### src/rtl/sdma_rdata_collect_pkg.sv
// Shared SDMA read-data constants: data widths, source port id encodings
// (also used by the write-data demux) and the fixed return-port ordering.
package sdma_rdata_collect_pkg;

  localparam int SDMA_CACHEDATAWIDTH      = 128;
  localparam int SDMA_AHBDATAWIDTH        = 32;
  localparam int SDMA_INST_SRCPORTIDWIDTH = 3;

  localparam logic [2:0] SDMA_PORTID_AHB = 3'b000;
  localparam logic [2:0] SDMA_PORTID_DC1 = 3'b100;
  localparam logic [2:0] SDMA_PORTID_DC2 = 3'b101;
  localparam logic [2:0] SDMA_PORTID_WC1 = 3'b110;
  localparam logic [2:0] SDMA_PORTID_WC2 = 3'b111;

  // Return ports in a fixed index order; the index is used for the
  // per-port valid/data vectors inside the collector.
  typedef enum logic [2:0] {
    RP_AHB = 3'd0,
    RP_DC1 = 3'd1,
    RP_DC2 = 3'd2,
    RP_WC1 = 3'd3,
    RP_WC2 = 3'd4
  } rport_e;

  localparam int SDMA_NUM_RPORTS = 5;

  // Port id for each return-port index (element 0 = AHB).
  localparam logic [SDMA_NUM_RPORTS-1:0][2:0] SDMA_PORTID_LIST = {
    SDMA_PORTID_WC2, SDMA_PORTID_WC1, SDMA_PORTID_DC2,
    SDMA_PORTID_DC1, SDMA_PORTID_AHB
  };

endpackage

### src/rtl/sdma_sync_fifo.sv
// Single-clock first-word-fall-through FIFO with occupancy count.
// Pointers carry one extra MSB so full and empty are distinguishable.
module sdma_sync_fifo #(
  parameter  int WIDTH = 8,
  parameter  int DEPTH = 4,
  localparam int AW    = $clog2(DEPTH)
) (
  input  logic             clk,
  input  logic             rst_n,
  input  logic             push,
  input  logic [WIDTH-1:0] push_data,
  input  logic             pop,
  output logic [WIDTH-1:0] pop_data,
  output logic             empty,
  output logic [AW:0]      count
);

  logic [WIDTH-1:0] mem [DEPTH];
  logic [AW:0]      wr_ptr_reg;
  logic [AW:0]      rd_ptr_reg;
  logic             full;
  logic             do_push;
  logic             do_pop;

  assign empty   = (wr_ptr_reg == rd_ptr_reg);
  assign full    = (wr_ptr_reg[AW] != rd_ptr_reg[AW]) &&
                   (wr_ptr_reg[AW-1:0] == rd_ptr_reg[AW-1:0]);
  assign count   = wr_ptr_reg - rd_ptr_reg;
  assign do_push = push && !full;
  assign do_pop  = pop && !empty;

  // Head entry is visible without a read request (fall-through).
  assign pop_data = mem[rd_ptr_reg[AW-1:0]];

  // Storage write; contents need no reset because the pointers gate them.
  always_ff @(posedge clk) begin
    if (do_push) begin
      mem[wr_ptr_reg[AW-1:0]] <= push_data;
    end
  end

  // Pointer advance on accepted push/pop.
  always_ff @(posedge clk or negedge rst_n) begin
    if (!rst_n) begin
      wr_ptr_reg <= '0;
      rd_ptr_reg <= '0;
    end else begin
      if (do_push) wr_ptr_reg <= wr_ptr_reg + 1'b1;
      if (do_pop)  rd_ptr_reg <= rd_ptr_reg + 1'b1;
    end
  end

endmodule

### src/rtl/sdma_rdata_collect.sv
// SDMA read-data collector: tracks read requests in order by source port,
// gathers returns from AHB and the four cache ports, and hands them to the
// core in request order. Credits cover tags plus buffered data, so returns
// from non-stallable caches always find room in the output buffer.
module sdma_rdata_collect
  import sdma_rdata_collect_pkg::*;
#(
  parameter int CACHE_DW = SDMA_CACHEDATAWIDTH,
  parameter int AHB_DW   = SDMA_AHBDATAWIDTH,
  parameter int PORTID_W = SDMA_INST_SRCPORTIDWIDTH,
  parameter int OUTSTD   = 4
) (
  input  logic                i_clk,
  input  logic                i_rst_n,
  input  logic                i_rd_req,
  input  logic [PORTID_W-1:0] i_inst_srcportid,
  output logic                o_rd_gnt,
  input  logic                i_sdma_ahbrvalid,
  input  logic [AHB_DW-1:0]   i_sdma_ahbrdata,
  input  logic                i_sdma_dc1rvalid,
  input  logic                i_sdma_dc2rvalid,
  input  logic                i_sdma_wc1rvalid,
  input  logic                i_sdma_wc2rvalid,
  input  logic [CACHE_DW-1:0] i_sdma_dc1rdata,
  input  logic [CACHE_DW-1:0] i_sdma_dc2rdata,
  input  logic [CACHE_DW-1:0] i_sdma_wc1rdata,
  input  logic [CACHE_DW-1:0] i_sdma_wc2rdata,
  output logic                o_sdma_sportrvalid,
  output logic [CACHE_DW-1:0] o_sdma_sportrdata,
  output logic                o_sdma_sportrerr,
  input  logic                i_sdma_sportrready,
  output logic                o_order_err,
  output logic                o_busy
);

  localparam int AW = $clog2(OUTSTD);
  localparam int NP = SDMA_NUM_RPORTS;

  // Tag FIFO: {port id, invalid flag}
  logic                  tag_push;
  logic [PORTID_W:0]     tag_push_data;
  logic                  tag_pop;
  logic [PORTID_W:0]     tag_head;
  logic                  tag_empty;
  logic [AW:0]           tag_count;
  logic [PORTID_W-1:0]   head_port;
  logic                  head_inv;
  logic                  head_valid;

  // Output buffer: {data, err flag}
  logic                  out_push;
  logic [CACHE_DW:0]     out_push_data;
  logic                  out_pop;
  logic [CACHE_DW:0]     out_head;
  logic                  out_empty;
  logic [AW:0]           out_count;

  logic [AW+1:0]         used;
  logic [NP-1:0]         rvalid_vec;
  logic [NP-1:0][CACHE_DW-1:0] rdata_vec;
  logic [NP-1:0]         req_match;
  logic [NP-1:0]         head_match;
  logic [NP-1:0]         stray_vec;
  logic                  sel_rvalid;
  logic [CACHE_DW-1:0]   sel_rdata;
  logic                  order_err_reg;

  // Return ports gathered into index-ordered vectors.
  assign rvalid_vec = {i_sdma_wc2rvalid, i_sdma_wc1rvalid, i_sdma_dc2rvalid,
                       i_sdma_dc1rvalid, i_sdma_ahbrvalid};
  assign rdata_vec  = {i_sdma_wc2rdata, i_sdma_wc1rdata, i_sdma_dc2rdata,
                       i_sdma_dc1rdata, CACHE_DW'(i_sdma_ahbrdata)};

  // Credits: tags plus buffered entries; a head resolution only moves an
  // entry between the two FIFOs so it never changes this sum.
  assign used     = (AW+2)'(tag_count) + (AW+2)'(out_count);
  assign o_rd_gnt = (used < (AW+2)'(OUTSTD));
  assign o_busy   = (used != '0);

  assign head_valid = !tag_empty;
  assign head_port  = tag_head[PORTID_W:1];
  assign head_inv   = tag_head[0];

  for (genvar gi = 0; gi < NP; gi++) begin : g_port
    assign req_match[gi]  = (i_inst_srcportid == PORTID_W'(SDMA_PORTID_LIST[gi]));
    assign head_match[gi] = head_valid && !head_inv &&
                            (head_port == PORTID_W'(SDMA_PORTID_LIST[gi]));
    // Anything returning on a port that is not the head's is dropped.
    assign stray_vec[gi]  = rvalid_vec[gi] && !head_match[gi];
  end

  assign tag_push      = i_rd_req && o_rd_gnt;
  assign tag_push_data = {i_inst_srcportid, ~(|req_match)};

  assign sel_rvalid = |(rvalid_vec & head_match);

  // One-hot select of the head port's return data.
  always_comb begin
    sel_rdata = '0;
    for (int i = 0; i < NP; i++) begin
      if (head_match[i]) sel_rdata = rdata_vec[i];
    end
  end

  // Head resolves either on its port's return or at once if it is invalid.
  assign tag_pop       = head_valid && (head_inv || sel_rvalid);
  assign out_push      = tag_pop;
  assign out_push_data = head_inv ? {{CACHE_DW{1'b0}}, 1'b1} : {sel_rdata, 1'b0};

  assign o_sdma_sportrvalid = !out_empty;
  assign out_pop            = o_sdma_sportrvalid && i_sdma_sportrready;
  // Gate with valid so the buffer's unwritten storage never leaks out.
  assign o_sdma_sportrdata  = o_sdma_sportrvalid ? out_head[CACHE_DW:1] : '0;
  assign o_sdma_sportrerr   = o_sdma_sportrvalid && out_head[0];
  assign o_order_err        = order_err_reg;

  // Registered single pulse for any stray returns in a cycle.
  always_ff @(posedge i_clk or negedge i_rst_n) begin
    if (!i_rst_n) order_err_reg <= 1'b0;
    else          order_err_reg <= |stray_vec;
  end

  sdma_sync_fifo #(.WIDTH(PORTID_W + 1), .DEPTH(OUTSTD)) u_tag_fifo (
    .clk       (i_clk),
    .rst_n     (i_rst_n),
    .push      (tag_push),
    .push_data (tag_push_data),
    .pop       (tag_pop),
    .pop_data  (tag_head),
    .empty     (tag_empty),
    .count     (tag_count)
  );

  sdma_sync_fifo #(.WIDTH(CACHE_DW + 1), .DEPTH(OUTSTD)) u_out_buf (
    .clk       (i_clk),
    .rst_n     (i_rst_n),
    .push      (out_push),
    .push_data (out_push_data),
    .pop       (out_pop),
    .pop_data  (out_head),
    .empty     (out_empty),
    .count     (out_count)
  );

endmodule

### config.mk
export PLATFORM = sky130hd
export DESIGN_NAME = sdma_rdata_collect
export DESIGN_NICKNAME = d
export VERILOG_FILES = /design/src/rtl/sdma_rdata_collect_pkg.sv /design/src/rtl/sdma_sync_fifo.sv /design/src/rtl/sdma_rdata_collect.sv
export SDC_FILE = /design/constraint.sdc
export NUM_CORES = 1
export LEC_CHECK = 0
export ABC_AREA = 1
export CAP_MARGIN = 5
export CORE_AREA = 10 10 259 261
export DETAILED_ROUTE_END_ITERATION = 10
export DIE_AREA = 0 0 269 271
export PLACE_DENSITY = 0.71
export SYNTH_ARGS = -nofsm -noshare
export SYNTH_HDL_FRONTEND = slang
export SYNTH_SLANG_ARGS = --single-unit
### constraint.sdc
create_clock -name i_clk -period 9.81 [get_ports i_clk]
set_input_delay 0.981 -clock i_clk [delete_from_list [all_inputs] [get_ports i_clk]]
set_output_delay 0.981 -clock i_clk [all_outputs]
set_load 0.02 [all_outputs]
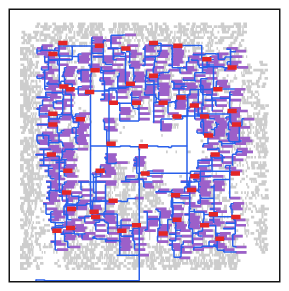
(run_1/clock_map.png)
(1 px per um)
Key: purple = flip-flops [count 545]; blue = clock wires [length 5980 um]; red = cells driving clock nets [count 54]
Position of the flops: spread over the die.

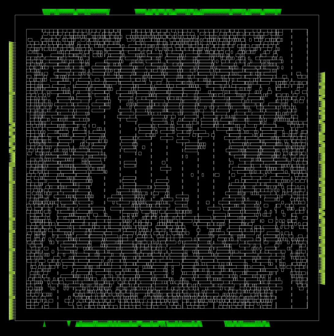
(run_1/final_placement.png)
well tap count: 837
Layout fillers: 5241
registers: 545
post-layout util: 0.568

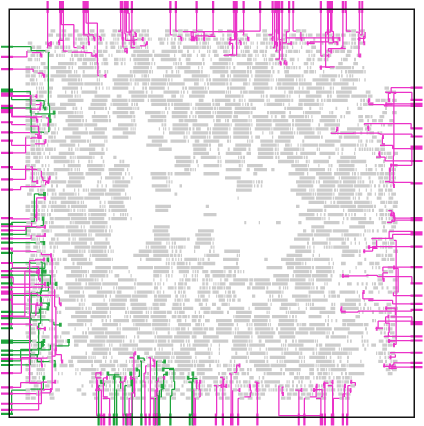
(run_1/port_nets.png)
(1.5 px per um)
Key: magenta = `i_sdma_dc1rdata` [bits 128, direction input, end cells 128, buffers 128, wire 4250 um]; green = `i_sdma_ahbrdata` [bits 32, direction input, end cells 32, buffers 32, wire 1220 um]

==> impl_metrics.toml, run 1 <==
# physical design summary
[setup_path]
crit_start = "u_out_buf.rd_ptr_reg[1]"
cp.required_ns = 8.83
slowest_stage = "dfrtp_4"
max_stage_delay_ns = 0.93
startpoint_type = "register"
cp_num_buf_inv = 4
r2r-start = "u_tag_fifo.rd_ptr_reg[0]"
crit_path_end_kind = "output pin"
rr_worst_depth = 13
cp_common_cell = "inv_4"
crit_cells = 7
path_delay_family = "buffers and inverters"
cp-endpoint = "o_sdma_sportrdata[12]"
arrival_ns = 4.59
path_cells = "inv_4, ha_1, nand3_1, inv_4, buf_4, a21oi_1, clkdlybuf4s50_1"
rrSetupSlack_ns = 5.06

[clock_network]
path_clk_slew_ns = 0.06
cts_tree = "yes"
cts_setup_buffers = 0
cts_buffers = 54
root_buffer = "clkbuf_16"
clk_path_buf_depth = 3

[grt]
grt_pass1_wl_um = 133000
grt_use_met1 = 0.294
top_usage_layer = "met2"
track_usage = 0.239
grt_max_degree = 160
grt_pass1_vias = 21500
gr-total-overflow = 0
met3_usage = 0.0445

[yosys]
synthArstFlopShare = 0.0239
syn_avg_cell_area_um2 = 9.87
ff_type = "edfxtp_1"
synth_cells = 2625
numSynthFlops = 545
yosys_warnings = 0
synth_cell_type_count = 37
synth_area_um2 = 25900
ys_cells = 2625
edf_count = 532
postSynthSeqShare = 0.629

[power_and_ir_drop]
swShare = 0.438
pwr-share-comb = 0.531
powerComb_mw = 7.70
power.internal_mw = 8.13
ir_drop_uv = 305
seq-power_mw = 4.77
clkPwrFrac = 0.139
power_density_nw_per_um2 = 414

[route]
drt_first_pass_iters = 5
antenna_left = 0
wl_per_cell_um = 22.2
dr_total_vias = 21700
vias_per_cell = 5.30
routed.top_layer = "met4"
routed-wl-met3_um = 6530
drc = 0
routed_wl_um = 91300
drtIter0Drc = 1868

[hold_path]
min_to = "u_out_buf.rd_ptr_reg[2]"
hold_path_class = "reg -> reg"

[timing]
worst_slew_margin_rel = 0.213
finalClockSkew_ns = 0.0271
grt_setup_unrepaired = "no"
final.setup.worst_slack_ns = 4.24
layout_worst_path_cycle_share = 0.568
worstMarginPinSlew_ns = 1.18

[final_layout]
fin_nets = 3795
design_area_um2 = 35000
layout_top_cell = "clkdlybuf4s50_1"
clk_share = 0.0498
layout-drive-gt1-share = 0.0515
logic_gate_count = 1811
synthToLayoutAreaGrowth_pct = 35.2
inv_count = 95
mostFrequentLayoutCells = "688 x clkdlybuf4s50_1, 633 x nor2_1, 532 x edfxtp_1"
num-clock-buffers = 66
fin_cells = 4105

[flow_run]
maxCapViolCount = 0

[die]
io_pins = 689
chipArea_um2 = 72900
die_h_um = 271
fp_util = 0.420
die_w_um = 269

[outcome]
status = "finished, final reports clean"

[placement]
place_area_um2 = 33300
dp.cells = 4000
io_buffers = 688
==> run 1: cell usage after synthesis (17+ instances only) <==
master / number / area share
o21ai_1: 65 / 0.013
a41oi_2: 32 / 0.020
nor2_1: 637 / 0.092
clkbuf_1: 95 / 0.014
ha_1: 17 / 0.0082
buf_2: 40 / 0.0077
nand3_1: 139 / 0.027
inv_1: 86 / 0.012
o21ai_0: 286 / 0.055
edfxtp_1: 532 / 0.62
a21oi_1: 152 / 0.029
nand2_1: 437 / 0.063
==> run 1: logic make-up (layout without fill, tap and decap cells) <==
kind of cell,count (synthesis),count (layout),share of synthesized area
xor gates and xnor gates,9,9,0.00304
AOI/OAI and AO/OA,552,552,0.123
adders and majority gates,20,20,0.0105
other,0,6,0
buffers and inverters,269,906,0.0459
and+or+nand+nor,1230,1230,0.188
DFF,545,545,0.629
==> run_1/registers.png <==
(1 px per um) Other sequential cells in the stronger grey, the rest of the logic in the fainter grey.
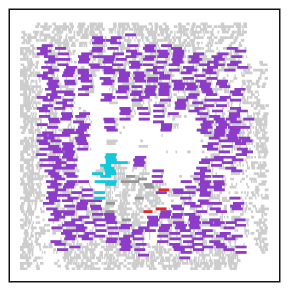

==> run 2: changes to the inputs <==
Settings changed: CORE_AREA 10 10 259 261 to 10 10 261 263, DIE_AREA 0 0 269 271 to 0 0 271 273, PLACE_DENSITY 0.71 to 0.72.
Clock period 9.81 ns to 4.98 ns, I/O delays scaled along.
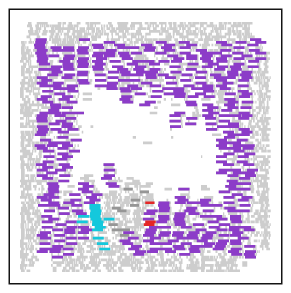
(run_2/registers.png)
(1 px per um) Other sequential cells in the stronger grey, the rest of the logic in the fainter grey.
Key: purple = `u_out_buf.mem` [flops 516, where spread over the die]; red = `u_out_buf.rd_ptr_reg` [flops 3]; cyan = `u_tag_fifo.mem` [flops 16]
Another 10 sequential cells are not coloured.

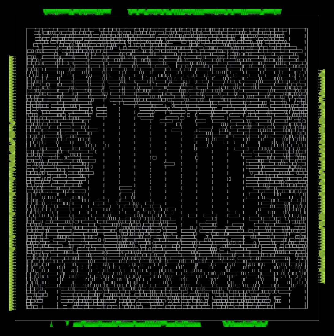
(run_2/final_placement.png)
core area: 62700 um2
row count: 92

==> impl_metrics.toml, run 2 <==
# physical design summary
[outcome]
status = "finished, final reports clean"

[timing]
setup_viol = 0
worst_slew_margin_rel = 0.336
grt_setup_unrepaired = "no"
finalClockSkew_ns = 0.0175
clock.fmax_ghz = 0.230
final.setup.worst_slack_ns = 0.633
layout_worst_path_cycle_share = 0.873
worstMarginPinSlew_ns = 0.996

[final_layout]
fin_cells = 4129
synthToLayoutAreaGrowth_pct = 36.7
fin_nets = 3810
mostFrequentLayoutCells = "688 x clkdlybuf4s50_1, 633 x nor2_1, 532 x edfxtp_1"
layout-drive-gt1-share = 0.0582
fin_util = 0.564
layout_top_cell = "clkdlybuf4s50_1"
design_area_um2 = 35400

[yosys]
synthTopCellsByArea = "edfxtp_1 62%, nor2_1 9.2%, nand2_1 6.3%"
yosys-stat-area_um2 = 25900
top_area_cell = "edfxtp_1"
synth_cells = 2625
postSynthSeqShare = 0.629
ys_cells = 2625
ff_type = "edfxtp_1"
yosys_warnings = 0
top_area_frac = 0.617
yosysMostFrequentCell = "nor2_1"
syn_avg_cell_area_um2 = 9.87
synth_cell_type_count = 37
synthArstFlopShare = 0.0239
numSynthFlops = 545
top_cells_by_count = "637 x nor2_1, 532 x edfxtp_1, 437 x nand2_1"
synth_area_um2 = 25900
edf_count = 532

[power_and_ir_drop]
pg_clk_mw = 4.19
finalPower_mw = 28.8
ir_drop_uv = 739
power.switching_mw = 12.4
power.internal_mw = 16.4
power_density_nw_per_um2 = 814
pwr-share-comb = 0.531
powerComb_mw = 15.3
power_leader = "combinational cells"
swShare = 0.432
seq-power_mw = 9.34
p_leak_nw = 13.0
clkPwrFrac = 0.145

[placement]
hpwl_um = 60700
dp.cells = 4023
place_area_um2 = 33500
io_buffers = 688

[die]
io_pins = 689
fp_util = 0.413
chipArea_um2 = 74000
die_h_um = 273
die_w_um = 271

[setup_path]
cp_max_fo = 51
path_delay_family = "adder cells"
cp-endpoint = "o_rd_gnt"
arrival_ns = 3.85
crit_path_end_kind = "output pin"
max_stage_delay_ns = 0.85
rrSetupSlack_ns = 1.27
cp_common_cell = "fa_1"
slowest_stage = "dfrtp_4"
cp.required_ns = 4.48
rr_worst_depth = 7
crit_cells = 6
startpoint_type = "register"
cp_num_buf_inv = 2
path_cells = "ha_1, inv_1, fa_1, fa_1, a211oi_1, clkdlybuf4s50_1"
r2r-start = "u_out_buf.rd_ptr_reg[0]"
crit_start = "u_out_buf.rd_ptr_reg[0]"

[route]
drtIter0Drc = 1817
dr_total_vias = 21500
routed.top_layer = "met5"
wl_per_cell_um = 21.3
drt_first_pass_iters = 5
routed_wl_um = 87800
antenna_left = 0
wl_met1_um = 35100
routed-wl-met3_um = 5760
drc = 0
vias_per_cell = 5.21

[grt]
track_usage = 0.227
met3_usage = 0.0429
grt_max_degree = 137
top_usage_layer = "met2"
grt_pass1_wl_um = 131000
grt_use_met1 = 0.278
gr-total-overflow = 0
grt_pass1_vias = 21400

[clock_network]
cts_setup_buffers = 0
ctsResizeCount = 0
path_clk_slew_ns = 0.06
hold_buffers = 0
root_buffer = "clkbuf_16"
cts_buffers = 55
cts_tree = "yes"
clk_path_buf_depth = 3

[flow_run]
maxCapViolCount = 0

[hold_path]
hold_path_class = "in -> async"
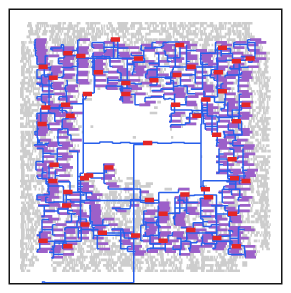
(run_2/clock_map.png)
(1 px per um)
Key: purple = flip-flops [count 545]; blue = clock wires [length 6120 um]; red = cells driving clock nets [count 55]
There are 56 routed clock nets.

## run 2: cell counts after synthesis
No cell type changed its count.
## run 2: cell type report
| type | instances | area [um2] |
|---|---|---|
| sequential | 545 | 16300 |
| tap | 846 | 1060 |
| timing repair buffer | 726 | 7350 |
| inverter | 95 | 377 |
| multi-input combinational | 1811 | 8450 |
| clock inverter | 36 | 404 |
| clock buffer | 66 | 1440 |
| fill | 5285 | 27300 |
| antenna | 4 | 10.0 |
## run 2: logic make-up (layout without fill, tap and decap cells)
family	Yosys count	in the layout	share of synthesized area
AOI/OAI and AO/OA	552	552	0.123
other	0	4	0
adders and majority gates	20	20	0.0105
xor gates and xnor gates	9	9	0.00304
buffers and inverters	269	923	0.0459
DFF	545	545	0.629
and+or+nand+nor	1230	1230	0.188
==> run_2/port_nets.png <==
(1.5 px per um)
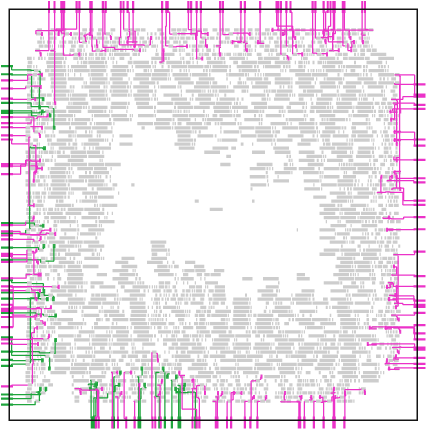

==> run 3: changes to the inputs <==
Settings changed: CORE_AREA 10 10 261 263 to 2 2 269 271, PLACE_DENSITY 0.72 to 0.65.
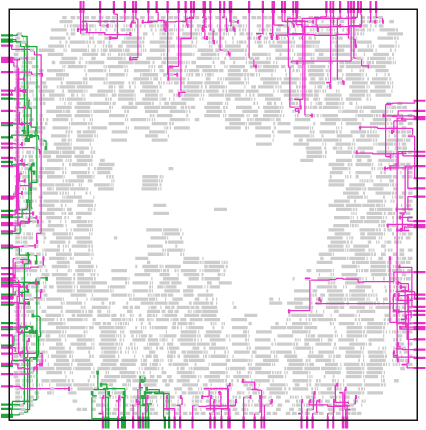
(run_3/port_nets.png)
(1.5 px per um)
Key: green = `i_sdma_ahbrdata` [bits 32, direction input, end cells 32, buffers 32, wire 1310 um]; magenta = `i_sdma_dc1rdata` [bits 128, direction input, end cells 128, buffers 128, wire 4310 um]

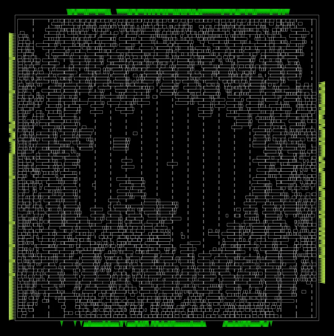
(run_3/final_placement.png)
well tap count: 950
core area: 71000 um2
row count: 98
post-layout util: 0.500

==> impl_metrics.toml, run 3 <==
# physical design summary
[outcome]
status = "finished, final reports clean"

[final_layout]
mostFrequentLayoutCells = "688 x clkdlybuf4s50_1, 633 x nor2_1, 532 x edfxtp_1"
num-clock-buffers = 79
synthToLayoutAreaGrowth_pct = 37.0
layout-drive-gt1-share = 0.0594
fin_nets = 3814
layout_top_cell = "clkdlybuf4s50_1"
logic_gate_count = 1811
top_area_cell_class = "flip-flops and latches"
fin_cells = 4240
flop_area_um2 = 16300
clk_share = 0.0510
inv_count = 95
nFillCells = 6408
seqAreaFraction = 0.460
largest_reg_flops = 516
design_area_um2 = 35500
logic_area_um2 = 8450
n_antenna_cell = 5
flops = 545
buffers = 728
buffer_area_frac = 0.207
comb_area_frac = 0.238

[placement]
dp.cells = 4129
preCtsSetupSlack_ns = 1.32
io_buffers = 688
place_area_um2 = 33700
hpwl_um = 56100

[setup_path]
arrival_ns = 3.50
crit_path_end_kind = "output pin"
path_delay_family = "buffers and inverters"
max_stage_delay_ns = 0.64
cp.required_ns = 4.48
startpoint_type = "register"
cp_num_buf_inv = 3
rrSetupSlack_ns = 1.24
r2r-start = "u_tag_fifo.rd_ptr_reg[0]"
cp-endpoint = "o_sdma_sportrdata[34]"
path_cells = "ha_1, nand3_1, inv_4, buf_4, a21oi_1, clkdlybuf4s50_1"
reg2reg_to = "u_out_buf.mem[2][90]"
cp_max_fo = 37
crit_cells = 6
rr_worst_depth = 13
crit_type = "reg -> out"
crit_start = "u_out_buf.rd_ptr_reg[0]"
slowest_stage = "clkdlybuf4s50_1"

[route]
drtIter0Drc = 1542
wl_met2_um = 43300
wl_met1_um = 32900
routed-wl-met3_um = 5500
routed.top_layer = "met4"
routed_wl_um = 84500
dr_total_vias = 21400
antenna_left = 0
drc = 0
drt_first_pass_iters = 6
wl_per_cell_um = 19.9
vias_per_cell = 5.04

[timing]
post-route-min-period_ns = 4.00
worstMarginPinSlew_ns = 0.932
hold_slack_ns = 0.299
final.setup.worst_slack_ns = 0.979
clock.fmax_ghz = 0.250
worst_slew_margin_rel = 0.379
finalClockSkew_ns = 0.0237
report.final.slew_viol_count = 0
grt_setup_unrepaired = "no"
setup_viol = 0
layout_worst_path_cycle_share = 0.803
setup_tns_ns = 0

[grt]
grt_pass1_vias = 20600
met3_usage = 0.0387
track_usage = 0.219
antenna_found_initial = 6
grt_pass1_wl_um = 125000
grt_use_met1 = 0.264
grt_max_degree = 131
top_usage_layer = "met2"
gr-total-overflow = 0
met2_usage = 0.392

[clock_network]
root_buffer = "clkbuf_16"
path_clk_slew_ns = 0.06
clk_latency_ns = 0.61
clk_path_buf_depth = 3
ctsResizeCount = 0
cts_tree = "yes"
cts_buffers = 57
clock-sinks = 545
hold_buffers = 0
cts_setup_buffers = 0

[yosys]
yosysMostFrequentCell = "nor2_1"
numSynthFlops = 545
postSynthSeqShare = 0.629
synthTopCellsByArea = "edfxtp_1 62%, nor2_1 9.2%, nand2_1 6.3%"
yosys-stat-area_um2 = 25900
top_area_frac = 0.617
top_area_cell = "edfxtp_1"
ff_type = "edfxtp_1"
synth_cells = 2625
synth_cell_type_count = 37
ys_cells = 2625
top_cells_by_count = "637 x nor2_1, 532 x edfxtp_1, 437 x nand2_1"
synthArstFlopShare = 0.0239
synth_area_um2 = 25900
edf_count = 532
yosys_warnings = 0
syn_avg_cell_area_um2 = 9.87

[power_and_ir_drop]
p_leak_nw = 13.0
power_density_nw_per_um2 = 807
ir_drop_uv = 695
finalPower_mw = 28.6

[flow_run]
maxCapViolCount = 0
warnings = 44

[die]
die_w_um = 271
fp_util = 0.365
chipArea_um2 = 74000
io_pins = 689
die_h_um = 273

[hold_path]
hold_path_class = "in -> async"
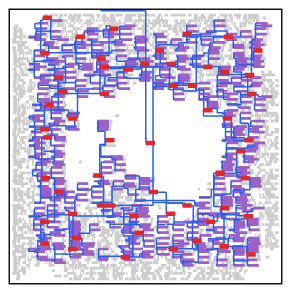
(run_3/clock_map.png)
(1 px per um)
Key: red = cells driving clock nets [count 57]; purple = flip-flops [count 545]; blue = clock wires [length 6310 um]
There are 58 routed clock nets. Position of the flops: spread over the die.

==> run 3: cell counts after synthesis <==
No cell type changed its count.
==> run 3: cell families after synthesis <==
| group | Yosys count | share of synthesized area |
|---|---|---|
| AND-OR/OR-AND | 552 | 0.123 |
| buffers and inverters | 269 | 0.0459 |
| XOR/XNOR | 9 | 0.00304 |
| adder cells (fa/ha/maj) | 20 | 0.0105 |
| AND/OR/NAND/NOR | 1230 | 0.188 |
| flip-flops | 545 | 0.629 |
==> run 3: power by group <==
| group | switching [mW] | total (mW) | internal, mW |
|---|---|---|---|
| Combinational | 10.2 | 15.3 | 5.13 |
| Sequential | 0.479 | 9.25 | 8.77 |
| Clock | 1.73 | 4.10 | 2.37 |

==> notes/layouts.md <==
Pictures saved along the way, in no particular order.

Placement by cell class.
(1 px per um)
shot_01.png
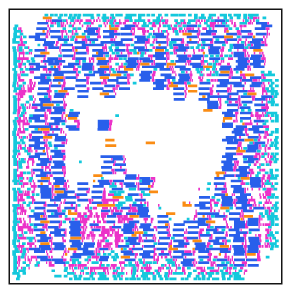
shot_02.png
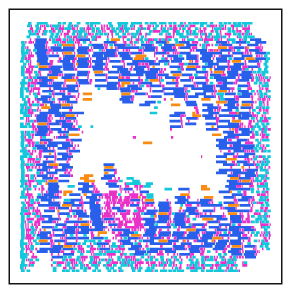
| from | picture |
|---|---|
| run 2 | shot_02.png |
| run 3 | shot_01.png |

Key to shot_01.png:
Key: magenta = all other logic [cells 1906, share of their area 26%]; blue = flip-flops [cells 545, share of their area 48%]; orange = clock drivers and dummy loads [cells 106, share of their area 5.3%]; cyan = other buffers and delay cells [cells 728, share of their area 21%]

Power is estimated from default activity; no workload was simulated.
